--- config.mk ---
export PLATFORM = sky130hd
export DESIGN_NAME = operand_serializer
export DESIGN_NICKNAME = d
export VERILOG_FILES = /design/src/rtl/serial_pkg.sv /design/src/rtl/operand_serializer.sv
export SDC_FILE = /design/constraint.sdc
export NUM_CORES = 1
export LEC_CHECK = 0
export CAP_MARGIN = 20
export CORE_MARGIN = 2
export CORE_UTILIZATION = 49
export DETAILED_ROUTE_END_ITERATION = 12
export PLACE_DENSITY = 0.81
export SYNTH_ARGS = -nofsm -noshare
export SYNTH_HDL_FRONTEND = slang
export SYNTH_SLANG_ARGS = --single-unit
--- constraint.sdc ---
create_clock -name clk -period 1.9 [get_ports clk]
set_input_delay 0.19 -clock clk [delete_from_list [all_inputs] [get_ports clk]]
set_output_delay 0.19 -clock clk [all_outputs]
set_load 0.01 [all_outputs]
--- src/rtl/serial_pkg.sv ---
// Shared types for the serial adder datapath (operand serializer, sum collector).
// Holds the serializer state encoding and the default operand width.
// Imported by every block that speaks the LSB-first bit-stream framing.
package serial_pkg;

  localparam int SER_WIDTH_DEFAULT = 8;

  typedef enum logic [1:0] {
    IDLE,
    CLEAR,
    SHIFT
  } ser_state_t;

endpackage

--- src/rtl/operand_serializer.sv ---
// Purpose: accepts an operand pair and streams it LSB-first as A/B bit streams,
//          preceded by a one-cycle carry_clr strobe; frames bits with first/last flags.
// Latency/backpressure: first bit 2 cycles after accept; in_ready only in IDLE or on
//          the last bit of a word, so words chain back-to-back with period WIDTH+1.
// Ports: clk/rst (sync, active-high); in_valid/in_ready/in_a/in_b operand handshake;
//        A/B serial bits; bit_valid/bit_first/bit_last framing; carry_clr; busy.
module operand_serializer
  import serial_pkg::*;
#(
  parameter int WIDTH = SER_WIDTH_DEFAULT
) (
  input  logic             clk,
  input  logic             rst,
  input  logic             in_valid,
  output logic             in_ready,
  input  logic [WIDTH-1:0] in_a,
  input  logic [WIDTH-1:0] in_b,
  output logic             A,
  output logic             B,
  output logic             bit_valid,
  output logic             bit_first,
  output logic             bit_last,
  output logic             carry_clr,
  output logic             busy
);

  localparam int CW = $clog2(WIDTH);
  localparam logic [CW-1:0] LAST = CW'(WIDTH - 1);

  ser_state_t       state, state_nxt;
  logic [WIDTH-1:0] sa, sb, sa_nxt, sb_nxt;
  logic [CW-1:0]    cnt, cnt_nxt;
  logic             word_end;
  logic             accept;

  // The last bit slot doubles as an accept slot so the next word's CLEAR
  // lands directly after it; ready never looks at in_valid.
  assign word_end = (state == SHIFT) && (cnt == LAST);
  assign in_ready = (state == IDLE) || word_end;
  assign accept   = in_valid && in_ready;

  always_ff @(posedge clk) begin
    if (rst) begin
      state <= IDLE;
      sa    <= '0;
      sb    <= '0;
      cnt   <= '0;
    end else begin
      state <= state_nxt;
      sa    <= sa_nxt;
      sb    <= sb_nxt;
      cnt   <= cnt_nxt;
    end
  end

  always_comb begin
    state_nxt = state;
    sa_nxt    = sa;
    sb_nxt    = sb;
    cnt_nxt   = cnt;
    case (state)
      IDLE: begin
        if (accept) begin
          sa_nxt    = in_a;
          sb_nxt    = in_b;
          state_nxt = CLEAR;
        end
      end
      CLEAR: begin
        cnt_nxt   = '0;
        state_nxt = SHIFT;
      end
      SHIFT: begin
        sa_nxt = sa >> 1;
        sb_nxt = sb >> 1;
        if (word_end) begin
          // Counter parks at zero instead of wrapping past WIDTH-1.
          cnt_nxt = '0;
          if (accept) begin
            sa_nxt    = in_a;
            sb_nxt    = in_b;
            state_nxt = CLEAR;
          end else begin
            state_nxt = IDLE;
          end
        end else begin
          cnt_nxt = cnt + CW'(1);
        end
      end
      default: state_nxt = IDLE;
    endcase
  end

  // Outputs decode straight from flops, so A/B are gated to zero outside SHIFT.
  assign A         = (state == SHIFT) && sa[0];
  assign B         = (state == SHIFT) && sb[0];
  assign bit_valid = (state == SHIFT);
  assign bit_first = (state == SHIFT) && (cnt == '0);
  assign bit_last  = word_end;
  assign carry_clr = (state == CLEAR);
  assign busy      = (state != IDLE);

endmodule

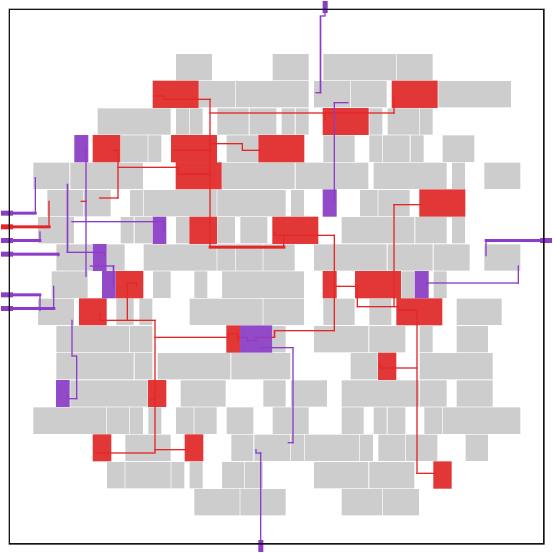
**Above:** port wiring.
Drawn at 10 px/um.
port	color	bits	direction	edge	end cells	wire
rst	red	1	input	left	21	199 um
in_b	purple	8	input	5 left, 1 right, 1 top, 1 bottom	8	133 um

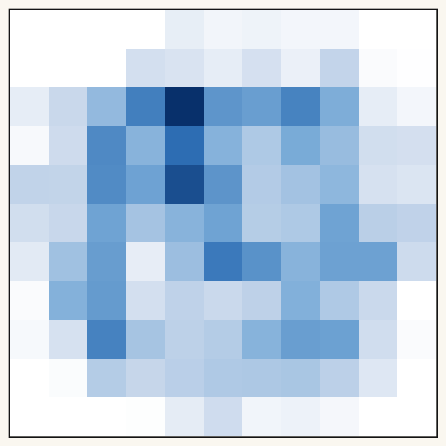
**Above:** routed metal per tile.
Drawn at 8 px/um. The die is cut into 11 by 11 equal tiles; white is low, dark blue is high, scaled to the fullest tile. Values are wire area over tile area, all layers added.
mean over tiles	0.14
densest ninth of the die	center
nearly empty tiles	16%
fullest tile	0.52
tiles over half the peak	19%
gr usage total: 21.6%
per-cell routed wire length: 14.0 um

==> Changelog: implementation <==
### Physical design

- Starting DRC count in detailed routing: 19
- Final number of max-transition violations: 0
- Warning count from the yosys run: 0
- Worst-Margin Slew: 0.405 ns
- Via count of the first global-routing pass: 1022
- Number of enable-type register cells in the synthesized netlist: 0
- I/O pin count: 27
- Xor/xnor cell area share of the yosys netlist: 0%
- Most Used Layer, Global Route: met2
- Congestion Overflow GR: 0
- Yosys-reported design area after synthesis: 1190 um2
- Cell types with the largest area share after synthesis: sky130_fd_sc_hd__dfxtp_1, sky130_fd_sc_hd__a211oi_2, sky130_fd_sc_hd__ha_1, sky130_fd_sc_hd__a21oi_2, sky130_fd_sc_hd__nor2_1
- Peak supply drop: 0.746 mV
- Clock network share of area: 1.82%
- Number of warning messages in the logs: 30
- Fraction of final layout cells sized beyond drive strength 1: 26.6%
- Reported clock group power: 218 uW
- Combinational power share: 31.1%
- Area taken by flip-flops and latches: 425 um2
- Global-route met2 utilization: 39.1%
- Top-count cell post-synth: sky130_fd_sc_hd__dfxtp_1
- Delay-heaviest family, CP: buffers and inverters
- Sequential cell count of the final layout: 21
- Peak Freq: 0.555 GHz
- NetSw: 335 uW
- Worst hold path startpoint: in_b[3]
- Cell Area, Synth: 1190 um2
- Status: complete, no violations
- Cell internal pwr: 728 uW
- Resized cells post-CTS: 7
- Worst-skew pair later-pin latency: 0.31 ns
- AO/OA Area Share: 28.8%
- Commonest cells after routing, fill and taps aside: sky130_fd_sc_hd__clkdlybuf4s50_1, sky130_fd_sc_hd__nor2_1, sky130_fd_sc_hd__dfxtp_1
- Dominant cell type by area after synthesis: sky130_fd_sc_hd__dfxtp_1
- Clk network pwr share: 20.5%
- Crit path largest cell delay: 0.34 ns
- Via density: 5.56
- Sum of buffers and inverters on the critical path: 4
- Number of cell rows: 17
- Non-filler instance count after layout: 186
- Portion of total power attributed to sequential cells: 48.4%
- Element type at the critical path start: flop
- Top power group: registers
- Crit path arrival time: 1.61 ns
- Drt first pass iters: 4
- Setup-violating endpoint count in the final report: 0
- Share of the cycle needed by the critical path after routing: 94.8%
- Kind of path behind the tightest hold check: input port to flop
- Number of buffers added on ports: 26
- Area share of and/or/nand/nor cells after synthesis: 17.4%
- Slowest cell on the critical path: sky130_fd_sc_hd__dfxtp_2
- Area taken by multi-input logic gates: 692 um2
- Finished Core Util: 67.3%
- Fraction of area in non-clock buffers: 21.0%
- Max-capacitance violation count: 0
- Post-layout minimum cycle time: 1.80 ns
- Maximum level of the CTS H-tree: 1
- Final estimated routing congestion in global placement: 0.736
- Cts hold-fix bufs: 0
- Slack of the worst reg-to-reg path: 0.16 ns
- CP max FO: 7
- Maximum buffer depth of the clock tree: 2
- Number of cells in the yosys synthesis report: 128
- Worst hold slack: 0.436 ns
- Worst Reg-to-Reg Cells: 8
- Worst setup path startpoint: state[0]
- Endpoint of the worst setup timing path: A
- Worst setup EP type: output port
- Async SR Flop Fraction: 0%
- Average size of a mapped cell: 9.31 um2
- Global-route track usage on met1: 25.2%
- Routed wl met3: 126 um
- Vias after detailed routing: 1035
- Final-stage net count: 185
- Floorplan Core Area: 2250 um2
- Number of nets in the synthesized netlist: 154
- Starting density of the core: 52.8%
- Total routed wire length on the met1 layer: 1.12 mm
- Fraction of standard cell area that is sequential: 28.1%
- Pin count of the biggest net entering global routing: 22
- Most used logic cell in the final layout: sky130_fd_sc_hd__clkdlybuf4s50_1
- Power per standard cell area: 701 nW/um2
- Worst setup path class: flop to output port
- Min-Delay Endpoint: sb[3]
- Clock tree from TritonCTS: yes
- Flops after synth: 21
- WL met2: 1.34 mm
- Fill cell total of the finished layout: 194
- Final critical-path setup slack: 0.0994 ns
- Placed Cells: 180
- Pleak: 0.000660 uW
- Slew Limit Headroom: 72.9%
- Tap cell count: 28
- Top metal layer carrying routed signals: met4
- Horizontal die dimension: 53.3 um
- Top flip-flop cell by instance count after synthesis: sky130_fd_sc_hd__dfxtp_1
- Post-place instance area: 1460 um2
- First-pass GRT wire length: 4.46 mm
- Total count of hold-check failures in the final report: 0
Power is estimated from default activity; no workload was simulated.
